--- src/rtl/agu_pkg.sv ---
// Shared definitions for the AGU context sequencer.
//   CTX_W     : width of one AGU configuration word
//   CTX_DEPTH : number of context slots
//   state_t   : sequencer state encoding
//   OP_NOP    : opcode presented to the AGU when no context is live
package agu_pkg;

   localparam int CTX_W     = 29;
   localparam int CTX_DEPTH = 16;

   typedef enum logic [1:0] {
      IDLE = 2'd0,
      RUN  = 2'd1,
      FIN  = 2'd2
   } state_t;

   localparam logic [3:0] OP_NOP = 4'b0000;

endpackage

--- src/rtl/agu_ctx_mem.sv ---
// Context store: CTX_DEPTH x CTX_W register file, one synchronous write
// port and one asynchronous read port. Contents are intentionally not
// reset so a programmed context survives a sequencer reset.
//   CLK   : clock
//   we    : write enable
//   waddr : write slot
//   wdata : write data
//   raddr : read slot
//   rdata : read data (combinational)
module agu_ctx_mem #(
   parameter int CTX_W     = agu_pkg::CTX_W,
   parameter int CTX_DEPTH = agu_pkg::CTX_DEPTH,
   parameter int AW        = $clog2(CTX_DEPTH)
) (
   input  logic             CLK,
   input  logic             we,
   input  logic [AW-1:0]    waddr,
   input  logic [CTX_W-1:0] wdata,
   input  logic [AW-1:0]    raddr,
   output logic [CTX_W-1:0] rdata
);

   logic [CTX_W-1:0] mem_q [CTX_DEPTH];

   always_ff @(posedge CLK) begin
      if (we) begin
         mem_q[waddr] <= wdata;
      end
   end

   assign rdata = mem_q[raddr];

endmodule

--- src/rtl/agu_ctx_seq.sv ---
// AGU context sequencer: steps through a stored program of context words,
// presenting one per cycle to the AGU decode stage, repeated for a number
// of passes. The store is writable only while idle.
//   CLK, RST                          : clock, async active-high reset
//   cfg_we, cfg_addr, cfg_wdata       : context store write port
//   start, ctx_last, iter_last        : run request and program bounds
//   stall, abort                      : hold / terminate the current run
//   ctx_word, ctx_valid, ctx_idx      : presented context
//   busy, done, cfg_err               : status
//
// state | meaning
// IDLE  | store writable, waiting for start
// RUN   | presenting store[pc], advancing unless stalled
// FIN   | one-cycle completion, done asserted
module agu_ctx_seq #(
   parameter int CTX_W     = agu_pkg::CTX_W,
   parameter int CTX_DEPTH = agu_pkg::CTX_DEPTH
) (
   input  logic             CLK,
   input  logic             RST,
   input  logic             cfg_we,
   input  logic [3:0]       cfg_addr,
   input  logic [CTX_W-1:0] cfg_wdata,
   input  logic             start,
   input  logic [3:0]       ctx_last,
   input  logic [7:0]       iter_last,
   input  logic             stall,
   input  logic             abort,
   output logic [CTX_W-1:0] ctx_word,
   output logic             ctx_valid,
   output logic [3:0]       ctx_idx,
   output logic             busy,
   output logic             done,
   output logic             cfg_err
);

   import agu_pkg::*;

   localparam logic [CTX_W-1:0] CTX_NOP = {OP_NOP, {(CTX_W-4){1'b0}}};

   state_t           state_q, state_d;
   logic [3:0]       pc_q, pc_d;
   logic [7:0]       iter_q, iter_d;
   logic [3:0]       ctx_last_q, ctx_last_d;
   logic [7:0]       iter_last_q, iter_last_d;
   logic             cfg_err_q, cfg_err_d;
   logic             mem_we;
   logic [CTX_W-1:0] mem_rdata;

   // Writes land at the clock edge that also takes a start, so the async
   // read in the first RUN cycle already sees the new word.
   assign mem_we    = cfg_we && (state_q == IDLE);
   assign cfg_err_d = cfg_we && (state_q != IDLE);

   agu_ctx_mem #(
      .CTX_W     (CTX_W),
      .CTX_DEPTH (CTX_DEPTH),
      .AW        (4)
   ) u_mem (
      .CLK   (CLK),
      .we    (mem_we),
      .waddr (cfg_addr),
      .wdata (cfg_wdata),
      .raddr (pc_q),
      .rdata (mem_rdata)
   );

   always_ff @(posedge CLK or posedge RST) begin
      if (RST) begin
         state_q     <= IDLE;
         pc_q        <= '0;
         iter_q      <= '0;
         ctx_last_q  <= '0;
         iter_last_q <= '0;
         cfg_err_q   <= 1'b0;
      end else begin
         state_q     <= state_d;
         pc_q        <= pc_d;
         iter_q      <= iter_d;
         ctx_last_q  <= ctx_last_d;
         iter_last_q <= iter_last_d;
         cfg_err_q   <= cfg_err_d;
      end
   end

   always_comb begin
      state_d     = state_q;
      pc_d        = pc_q;
      iter_d      = iter_q;
      ctx_last_d  = ctx_last_q;
      iter_last_d = iter_last_q;
      unique case (state_q)
         IDLE: begin
            if (start && !abort) begin
               ctx_last_d  = ctx_last;
               iter_last_d = iter_last;
               pc_d        = '0;
               iter_d      = '0;
               state_d     = RUN;
            end
         end
         RUN: begin
            // abort outranks both stall and completion
            if (abort) begin
               state_d = IDLE;
            end else if (!stall) begin
               if (pc_q == ctx_last_q) begin
                  // compare before increment so iter_last=255 never wraps
                  if (iter_q == iter_last_q) begin
                     state_d = FIN;
                  end else begin
                     pc_d   = '0;
                     iter_d = iter_q + 8'd1;
                  end
               end else begin
                  pc_d = pc_q + 4'd1;
               end
            end
         end
         FIN: begin
            state_d = IDLE;
         end
         default: begin
            state_d = IDLE;
         end
      endcase
   end

   assign ctx_valid = (state_q == RUN);
   assign ctx_word  = ctx_valid ? mem_rdata : CTX_NOP;
   assign ctx_idx   = ctx_valid ? pc_q : 4'd0;
   assign busy      = (state_q == RUN) || (state_q == FIN);
   assign done      = (state_q == FIN) && !abort;
   assign cfg_err   = cfg_err_q;

endmodule

--- config.mk ---
export PLATFORM = sky130hd
export DESIGN_NAME = agu_ctx_seq
export DESIGN_NICKNAME = d
export VERILOG_FILES = /design/src/rtl/agu_pkg.sv /design/src/rtl/agu_ctx_mem.sv /design/src/rtl/agu_ctx_seq.sv
export SDC_FILE = /design/constraint.sdc
export NUM_CORES = 1
export LEC_CHECK = 0
export ABC_AREA = 1
export CELL_PAD_IN_SITES_DETAIL_PLACEMENT = 0
export CELL_PAD_IN_SITES_GLOBAL_PLACEMENT = 1
export CORE_ASPECT_RATIO = 1.25
export CORE_MARGIN = 5
export CORE_UTILIZATION = 53
export CTS_CLUSTER_SIZE = 10
export DETAILED_ROUTE_END_ITERATION = 10
export HOLD_SLACK_MARGIN = 0.1
export PLACE_DENSITY = 0.89
export SYNTH_ARGS = -nofsm -noshare
export SYNTH_HDL_FRONTEND = slang
export SYNTH_SLANG_ARGS = --single-unit
--- constraint.sdc ---
create_clock -name CLK -period 5.9 [get_ports CLK]
set_input_delay 0.59 -clock CLK [delete_from_list [all_inputs] [get_ports CLK]]
set_output_delay 0.59 -clock CLK [all_outputs]
set_load 0.05 [all_outputs]
==> flow_summary.yaml, run 1 <==
# generated from flow reports
outcome:
  status: "finished clean"
setup_path:
  setup.worst_path.start_class: "register"
  cp.required_ns: 5.31
  r2r-end: "iter_q[3]"
  rr_worst_depth: 12
  r2r-start: "state_q[1]"
  arrival_ns: 4.02
  end_kind: "output port"
  ff2ff_setup_slack_ns: 2.96
  criticalPathCategory: "register to output port"
cts:
  htree_levels: 2
  cts_tree: "done"
  numCtsBuffers: 55
  ctsResizeCount: 0
  clock_path_buffers: 3
  path_clk_slew_ns: 0.05
  post_cts_buffers: 0
  clock-root-buffer: "clkbuf_16"
place:
  dp_hpwl_microns: 23000
  port-buffer-count: 87
  place.gp.congestion: 0.758
synthesis:
  ys.flop_type: "edfxtp_1"
  fa_ha_area_share_pct: 0.313
  ys_seq_share_pct: 73.1
  synth.area.top_cells: "edfxtp_1, nor2_1, o21ai_0"
  ys_seq_elements: 491
  ys_sh_simple_pct: 11.7
  synth-edff-count: 464
  logic_family: "simple AND/OR/NAND/NOR gates"
  yosys.area_share.aoi_pct: 11.2
  synth_area_sq_um: 20000
  synthXorXnorAreaFrac_pct: 0.351
  syn-instance-count: 1618
  ys_cells: 1618
  top_cell: "edfxtp_1"
  common_cells: "edfxtp_1, nor2_1, o21ai_0, o211ai_1, nand2_1"
  postSynthAreaPerCell_sq_um: 12.4
  syn_nets: 1674
  top_area_share_pct: 69.7
  synth_warnings: 0
  async_flop_share_pct: 5.50
  ys_area_sq_um: 20000
  largest_area_cell: "edfxtp_1"
  mux_share_pct: 0
global_route:
  grt_max_degree: 239
  antenna_found_initial: 1
  grt.total_usage_pct: 22.4
  grt_pass1_wl_microns: 72500
  grt_pass1_vias: 12818
  grt_overflow_total: 0
die:
  rows: 79
  io_pins: 88
  die_area_sq_um: 41700
  fp_util_pct: 53.6
  die_h_microns: 227
  core_sq_um: 37300
pwr:
  irDropWorstVdd_uv: 296
  pwr_density_cell_nw_per_um2: 410
route:
  viasPerCell: 5.97
  wl_per_cell_microns: 21.7
  final_antenna_net_count: 0
  post-route-drc-count: 0
  routed_wl_microns: 47300
  vias: 13037
job:
  log.warning_count: 32
sta:
  fmax_mhz: 217
  slew_headroom_pct: 20.3
  rsz0062_at_grt: "false"
  worst-slew-pin-transition_ns: 1.19
  maxSlewViolCount: 0
  fin_crit_ns: 4.61
  skew_ns: 0.0196
final_layout:
  area_delta_synth_final_pct: 13.9
  drive_gt1_share_pct: 6.83
  diodes: 0
  nNetsFinal: 1741
min_path:
  holdCritStartpoint: "iter_last_q[6]"
  hold_class: "register to register"
==> run 1: worst max path at each step <==
stage | start | to | slack (ns) | depth (start not counted)
6_report | pc_q[1] | ctx_word[27] | 1.29 | 6
5_1_grt | pc_q[1] | ctx_word[27] | 1.05 | 6
4_1_cts | pc_q[1] | ctx_word[27] | 1.35 | 6
3_5_place_dp | pc_q[1] | ctx_word[27] | 1.97 | 6
3_3_place_gp | pc_q[1] | ctx_word[27] | 2.03 | 6
2_1_floorplan | state_q[1] | ctx_word[10] | 2.88 | 7
==> run 1: sequential cells by signal, summed over array words and instances (netlist names) <==
name,count
cfg_err,1
state_q,2
iter_last_q,8
ctx_last_q,4
iter_q,8
u_mem.mem_q,464
pc_q,4
==> run 1: cell usage in the layout, fill, tap and decap left out <==
cell / instances
edfxtp_1: 464
nor2_1: 369
o21ai_0: 209
o211ai_1: 116
nand2_1: 109
clkdlybuf4s50_1: 87
nand3_1: 76
clkbuf_16: 55
a21oi_1: 33
inv_1: 31
o21ai_1: 30
buf_4: 25
dfrtp_1: 24
nor2_4: 16
clkbuf_1: 11
xnor2_1: 6
ha_1: 5
inv_6: 4
nand4_1: 4
nand3b_1: 3
nand2_2: 2
inv_2: 2
nor2_2: 2
xor2_1: 2
nor3b_1: 2
dfrtp_4: 2
buf_12: 2
clkinv_2: 1
a21oi_4: 1
nand2_4: 1
nor3_1: 1
or2_2: 1
clkinv_1: 1
clkinvlp_4: 1
dfrtp_2: 1
==> run 1: metal layers <==
metal / global-route usage (%) / routed length (microns)
met1: 29.4 / 18700
met5: 0 / 7
met2: 38.4 / 23800
met4: 7.21 / 1160
met3: 4.20 / 3630
==> run 1: per-stage QoR <==
step | power (mW) | setup WS (ns) | util (%) | instances | cell area [sq um]
after floorplan | 5.86 | 2.88 | - | 1618 | 20000
after CTS | 9.38 | 1.35 | 61.1 | 2185 | 22800
after global placement | 6.47 | 2.03 | 57.2 | 2114 | 21300
after detailed placement | 6.53 | 1.97 | 57.2 | 2114 | 21300
final | 9.34 | 1.29 | 61.1 | 2185 | 22800
after global routing | 9.80 | 1.05 | 61.1 | 2185 | 22800
==> run 1: final cells by class <==
type	count	area, sq um	share of cell area (%)
Clock buffer	66	1420	6.23
Clock inverter	5	37.5	0.165
Inverter	35	138	0.605
Multi-Input combinational cell	988	4850	21.3
Sequential cell	491	14600	64.2
Tap cell	486	608	2.67
Timing Repair Buffer	114	1100	4.83
==> run 1: where the power goes <==
group          leakage [nW]  internal (mW)  switching, mW
sequential             4.53           3.94         0.0900
combinational          2.29          0.731           1.72
clock                 0.706           1.66           1.20
==> run 1: cell families (layout without fill, tap and decap cells) <==
group,count (synthesis),count (layout)
compound gates,389,389
xor+xnor,8,8
fa+ha+maj,5,5
buf+inv,139,220
flops,491,491
simple gates,586,586
==> run 1: critical path, stage by stage, from the launching register on <==
cell             delay, ns
dfrtp_4               0.67
inv_2                 0.94
o21ai_0               0.22
o211ai_1              0.24
nand3_1               0.11
a21oi_1               0.34
clkdlybuf4s50_1       0.87
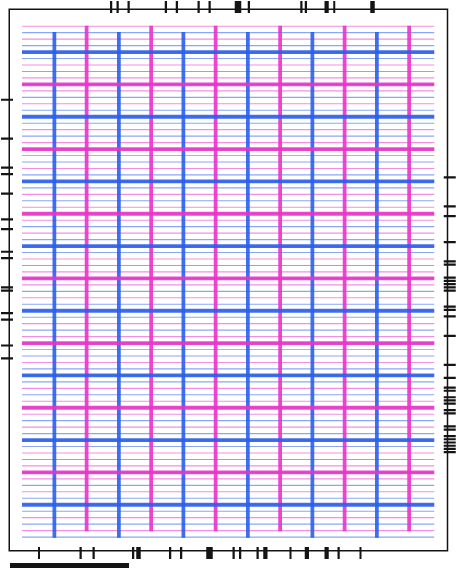
*Power grid, run 1*
The bar under the picture is 50 microns long. Pins as bars on the die edge.
[magenta] VDD
[blue] VSS
met1 rails: 80
met4 straps: 12

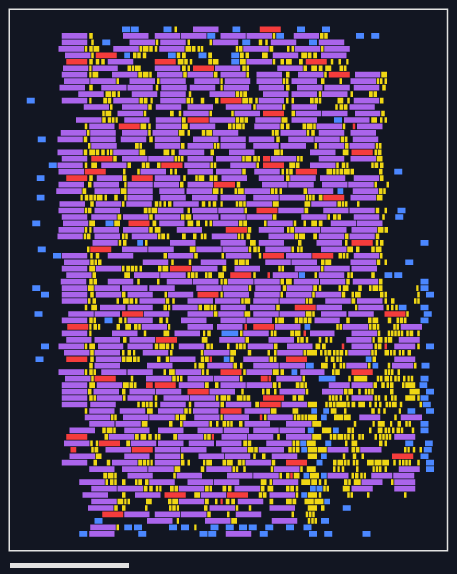
*Placed cells, one color a class, run 1*
The bar under the picture is 50 microns long.
[purple] sequential cells | cells: 491
[red] clock drivers and dummy loads | cells: 71
[yellow] remaining logic cells | cells: 1023
[blue] remaining buffers and delay cells | cells: 114

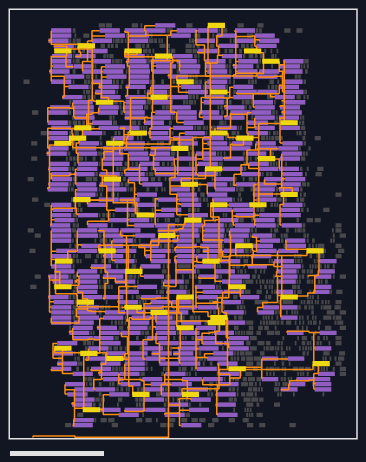
*Clock distribution, run 1*
The bar under the picture is 50 microns long.
[yellow] clock-net drivers | count: 55
[orange] clock wires | length: 5040 microns
[purple] flip-flops | count: 491
routed clock nets: 56

### Placement view, run 1

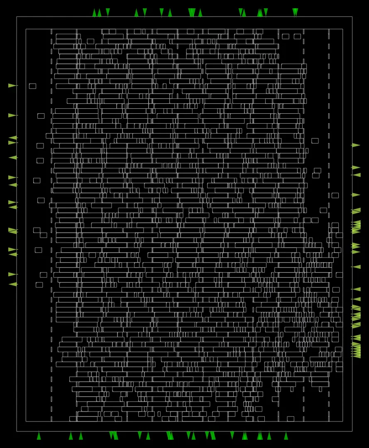

==> run 2, diff against run 1 <==
--- a/config.mk
+++ b/config.mk
@@ -10,11 +10,11 @@
 export CELL_PAD_IN_SITES_GLOBAL_PLACEMENT = 1
 export CORE_ASPECT_RATIO = 1.25
 export CORE_MARGIN = 5
-export CORE_UTILIZATION = 53
+export CORE_UTILIZATION = 50
 export CTS_CLUSTER_SIZE = 10
 export DETAILED_ROUTE_END_ITERATION = 10
 export HOLD_SLACK_MARGIN = 0.1
-export PLACE_DENSITY = 0.89
+export PLACE_DENSITY = 0.85
 export SYNTH_ARGS = -nofsm -noshare
 export SYNTH_HDL_FRONTEND = slang
 export SYNTH_SLANG_ARGS = --single-unit
==> constraint.sdc (replaced) <==
create_clock -name CLK -period 4.55 [get_ports CLK]
set_input_delay 0.455 -clock CLK [delete_from_list [all_inputs] [get_ports CLK]]
set_output_delay 0.455 -clock CLK [all_outputs]
set_load 0.05 [all_outputs]
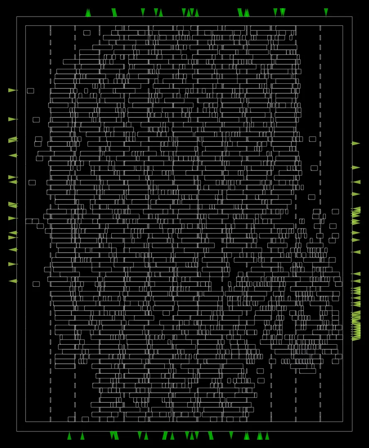
*Placement view, run 2*
row count: 82
# fillers: 3110
Seq/total area: 63.9%

==> run 2 against run 1 <==
  * Clock power grew 32%
  * Cell area increased by 0.54%
  * First-iteration DRC count is 1.7% lower
  * Worst hold slack worse by 0.097 ns
  * Wire length rose by 0.81%
  * Synthesized cell count stayed put
  * Final cell count is 1.1% higher
  * Synthesized area stayed put
  * Highest routed layer is now met4
==> flow_summary.yaml, run 2 <==
# generated from flow reports
outcome:
  status: "finished clean"
die:
  fp_util_pct: 50.2
  io_pins: 88
  die_area_sq_um: 44100
  die_h_microns: 234
sta:
  fin_crit_ns: 4.20
  slew_headroom_pct: 30.2
  rsz0062_at_grt: "false"
  fmax_mhz: 238
synthesis:
  largest_area_cell: "edfxtp_1"
  synth_warnings: 0
  ys_seq_share_pct: 73.1
  synth.area.top_cells: "edfxtp_1, nor2_1, o21ai_0"
  syn-instance-count: 1618
  common_cells: "edfxtp_1, nor2_1, o21ai_0, o211ai_1, nand2_1"
  synth_area_sq_um: 20000
route:
  final_antenna_net_count: 0
  viasPerCell: 5.83
  wl_per_cell_microns: 21.6
  routed_wl_microns: 47700
final_layout:
  final_util_pct: 57.5
  top_regs: "u_mem.mem_q (464), iter_last_q (8), iter_q (8)"
  final_cell_mix: "edfxtp_1, nor2_1, o21ai_0"
  nNetsFinal: 1746
  drive_gt1_share_pct: 7.16
place:
  placed_cell_area_sq_um: 21400
  place.gp.congestion: 0.762
  port-buffer-count: 87
  pre_cts_slack_ns: 0.989
global_route:
  grt.total_usage_pct: 21.3
  grt_max_degree: 180
setup_path:
  critPathMaxStageDelay_ns: 0.98
  ff2ff_setup_slack_ns: 1.83
  cp.depth: 8
  cp-startpoint: "pc_q[0]"
  rr_worst_depth: 7
  end_kind: "output port"
  cp_top_family: "buffers and inverters"
  critPathCapture: "ctx_word[16]"
cts:
  ctsResizeCount: 0
  clock-root-buffer: "clkbuf_16"
  cts_tree: "done"
job:
  log.warning_count: 32
pwr:
  pwr_density_cell_nw_per_um2: 534
min_path:
  hold_class: "input port to register"
[run 2: cell type report]
cell class | instances | area share [%]
Sequential cell | 491 | 63.9
Multi-Input combinational cell | 988 | 21.2
Clock buffer | 68 | 6.32
Timing Repair Buffer | 119 | 5.13
Tap cell | 504 | 2.76
Inverter | 35 | 0.601
Clock inverter | 4 | 0.148
[run 2: cell families after synthesis]
kind of cell,count (synthesis),synth area share (%)
and+or+nand+nor,586,11.7
DFF,491,73.1
AOI/OAI and AO/OA,389,11.2
buffers and inverters,139,3.28
xor gates and xnor gates,8,0.351
adders and majority gates,5,0.313
[run 2: metal layers]
layer  vias to the layer above  track usage [%]
li1                       5961                -
met3                        96             3.53
met4                         0             7.13
met1                      6302             27.3
met5                         -                0
met2                       518             37.3
[run 2: power breakdown]
group | total [mW] | switching (mW) | internal (mW)
combinational | 3.20 | 2.21 | 0.989
sequential | 5.24 | 0.138 | 5.10
clock | 3.77 | 1.58 | 2.19
total | 12.2 | 3.93 | 8.28
[run 2: worst min path at each step]
stage	slack, ns	startpoint	cells after the start	to
final	0.42	iter_last[5]	3	iter_last_q[5]
after global routing	0.42	cfg_we	3	cfg_err
after CTS	0.39	iter_last[5]	3	iter_last_q[5]
after detailed placement	0.49	state_q[1]	2	state_q[1]
after global placement	0.49	state_q[0]	2	state_q[0]
after floorplan	0.47	state_q[1]	2	state_q[1]
[run 2: worst register-to-register path, delay by kind of cell, from the launching register on]
family / cells / cell delay [ns]
simple gates: 3 / 1.06
fa+ha+maj: 1 / 0.25
flops: 1 / 0.39
buf+inv: 3 / 0.67
[run 2: through the flow]
step / std cells / total power [mW] / hold WS, ns
after CTS: 2209 / 12.3 / 0.395
after global placement: 2137 / 8.46 / 0.486
after global routing: 2209 / 12.8 / 0.424
after detailed placement: 2137 / 8.52 / 0.492
final: 2209 / 12.2 / 0.420
after floorplan: 1618 / 7.60 / 0.467
### Routed metal, one color a layer, run 2

Two of the layers only.
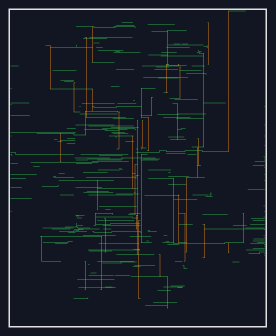

==> run 3, diff against run 2 <==
--- a/config.mk
+++ b/config.mk
@@ -11,6 +11,7 @@
 export CORE_ASPECT_RATIO = 1.25
 export CORE_MARGIN = 5
 export CORE_UTILIZATION = 50
+export CTS_CLUSTER_DIAMETER = 80
 export CTS_CLUSTER_SIZE = 10
 export DETAILED_ROUTE_END_ITERATION = 10
 export HOLD_SLACK_MARGIN = 0.1
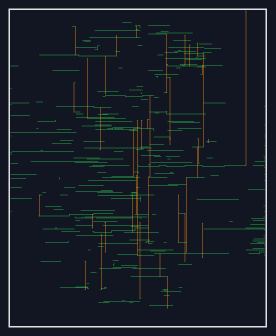
*Routed metal, one color a layer, run 3*
Two of the layers only.
[orange] M4 | wire length: 1230 microns
[green] M3 | wire length: 3180 microns

==> run 3 against run 2 <==
  * Flip-flop count stayed put
  * Wire length is 0.20% higher
  * Final cell count is 0.14% lower
  * Combinational power hardly changed
  * Largest power group unchanged
  * Critical endpoint is now ctx_word[5]
  * Register-to-register slack better by 0.02 ns
  * Setup slack better by 0.042 ns
  * Worst hold slack better by 0.010 ns
  * Critical path type unchanged
==> flow_summary.yaml, run 3 <==
# generated from flow reports
cts:
  ctsResizeCount: 0
  path_clk_slew_ns: 0.06
  clock-root-buffer: "clkbuf_16"
min_path:
  min_delay_path_depth: 3
  min_delay_worst_endpoint: "iter_last_q[5]"
  holdCritStartpoint: "iter_last[5]"
  hold_class: "input port to register"
sta:
  worst-slew-pin-transition_ns: 1.06
  rsz0062_at_grt: "false"
  fmax_mhz: 241
  slew_headroom_pct: 29.0
  fin_crit_ns: 4.15
final_layout:
  lay_top_count: "edfxtp_1"
  top_regs: "u_mem.mem_q (464), iter_last_q (8), iter_q (8)"
  n_fill_cell: 3099
  final_cell_mix: "edfxtp_1, nor2_1, o21ai_0"
die:
  die_area_sq_um: 44100
  core_sq_um: 39800
  rows: 82
  die_h_microns: 234
  fp_util_pct: 50.2
  io_pins: 88
pwr:
  pwr_density_cell_nw_per_um2: 535
setup_path:
  cp_top_family: "buffers and inverters"
  rr_worst_depth: 7
  critPathMaxStageDelay_ns: 0.98
  cp-startpoint: "pc_q[0]"
  ff2ff_setup_slack_ns: 1.85
  end_kind: "output port"
global_route:
  grt_max_degree: 180
  grt.total_usage_pct: 21.5
synthesis:
  syn-instance-count: 1618
  synth_warnings: 0
  common_cells: "edfxtp_1, nor2_1, o21ai_0, o211ai_1, nand2_1"
  ys_seq_elements: 491
  largest_area_cell: "edfxtp_1"
  ys_seq_share_pct: 73.1
  synth_area_sq_um: 20000
route:
  wl_per_cell_microns: 21.7
  viasPerCell: 5.84
  final_antenna_net_count: 0
job:
  log.warning_count: 32
outcome:
  status: "finished clean"
place:
  placed_cell_area_sq_um: 21400
  place.gp.congestion: 0.762
## run 3: how the worst max path moves through the flow
stage | to | slack (ns) | depth (start not counted)
floorplan | ctx_word[10] | 1.67 | 7
detailed placement | ctx_word[5] | 0.99 | 6
global placement | ctx_word[5] | 1.01 | 8
CTS | ctx_word[5] | 0.33 | 8
global route | ctx_word[2] | 0.21 | 8
finish | ctx_word[5] | 0.40 | 8
## run 3: through the flow
stage / worst slack [ns] / power [mW] / hold WS (ns) / std cells / utilization (%)
CTS: 0.328 / 12.3 / 0.400 / 2206 / 57.5
finish: 0.397 / 12.2 / 0.430 / 2206 / 57.5
floorplan: 1.67 / 7.60 / 0.467 / 1618 / -
global route: 0.207 / 12.8 / 0.428 / 2206 / 57.5
global placement: 1.01 / 8.46 / 0.486 / 2137 / 53.8
detailed placement: 0.989 / 8.52 / 0.492 / 2137 / 53.8
## run 3: worst min-delay path, cell delays in order
cell	delay, ns
clkdlybuf4s50_1	0.40
nand2_1	0.06
nand2_1	0.04
## run 3: final cells by class
cell class / instances / share of cell area (%)
timing repair buffer: 119 / 5.13
tap: 504 / 2.75
inverter: 35 / 0.601
clock inverter: 3 / 0.148
sequential: 491 / 63.9
clock buffer: 66 / 6.33
multi-input combinational: 988 / 21.2
## run 3: cells by family after synthesis
| kind of cell | after synthesis | share of synthesized area [%] |
|---|---|---|
| simple gates | 586 | 11.7 |
| flops | 491 | 73.1 |
| compound gates | 389 | 11.2 |
| buf+inv | 139 | 3.28 |
| xor+xnor | 8 | 0.351 |
| fa+ha+maj | 5 | 0.313 |
## run 3: per-layer routing
| metal | up-vias | global-route usage (%) | part of all wire (%) |
|---|---|---|---|
| met4 | 0 | 7.40 | 2.6 |
| li1 | 5964 | - | - |
| met1 | 6337 | 27.4 | 40 |
| met5 | - | 0 | 0 |
| met3 | 81 | 3.63 | 6.7 |
| met2 | 499 | 37.6 | 51 |
## run 3: power by group
part	leakage, nW	internal [mW]	total, mW	switching (mW)
Sequential	4.53	5.10	5.24	0.139
Clock	0.724	2.20	3.80	1.59
Combinational	2.33	0.988	3.20	2.21
Power is estimated from default activity; no workload was simulated.
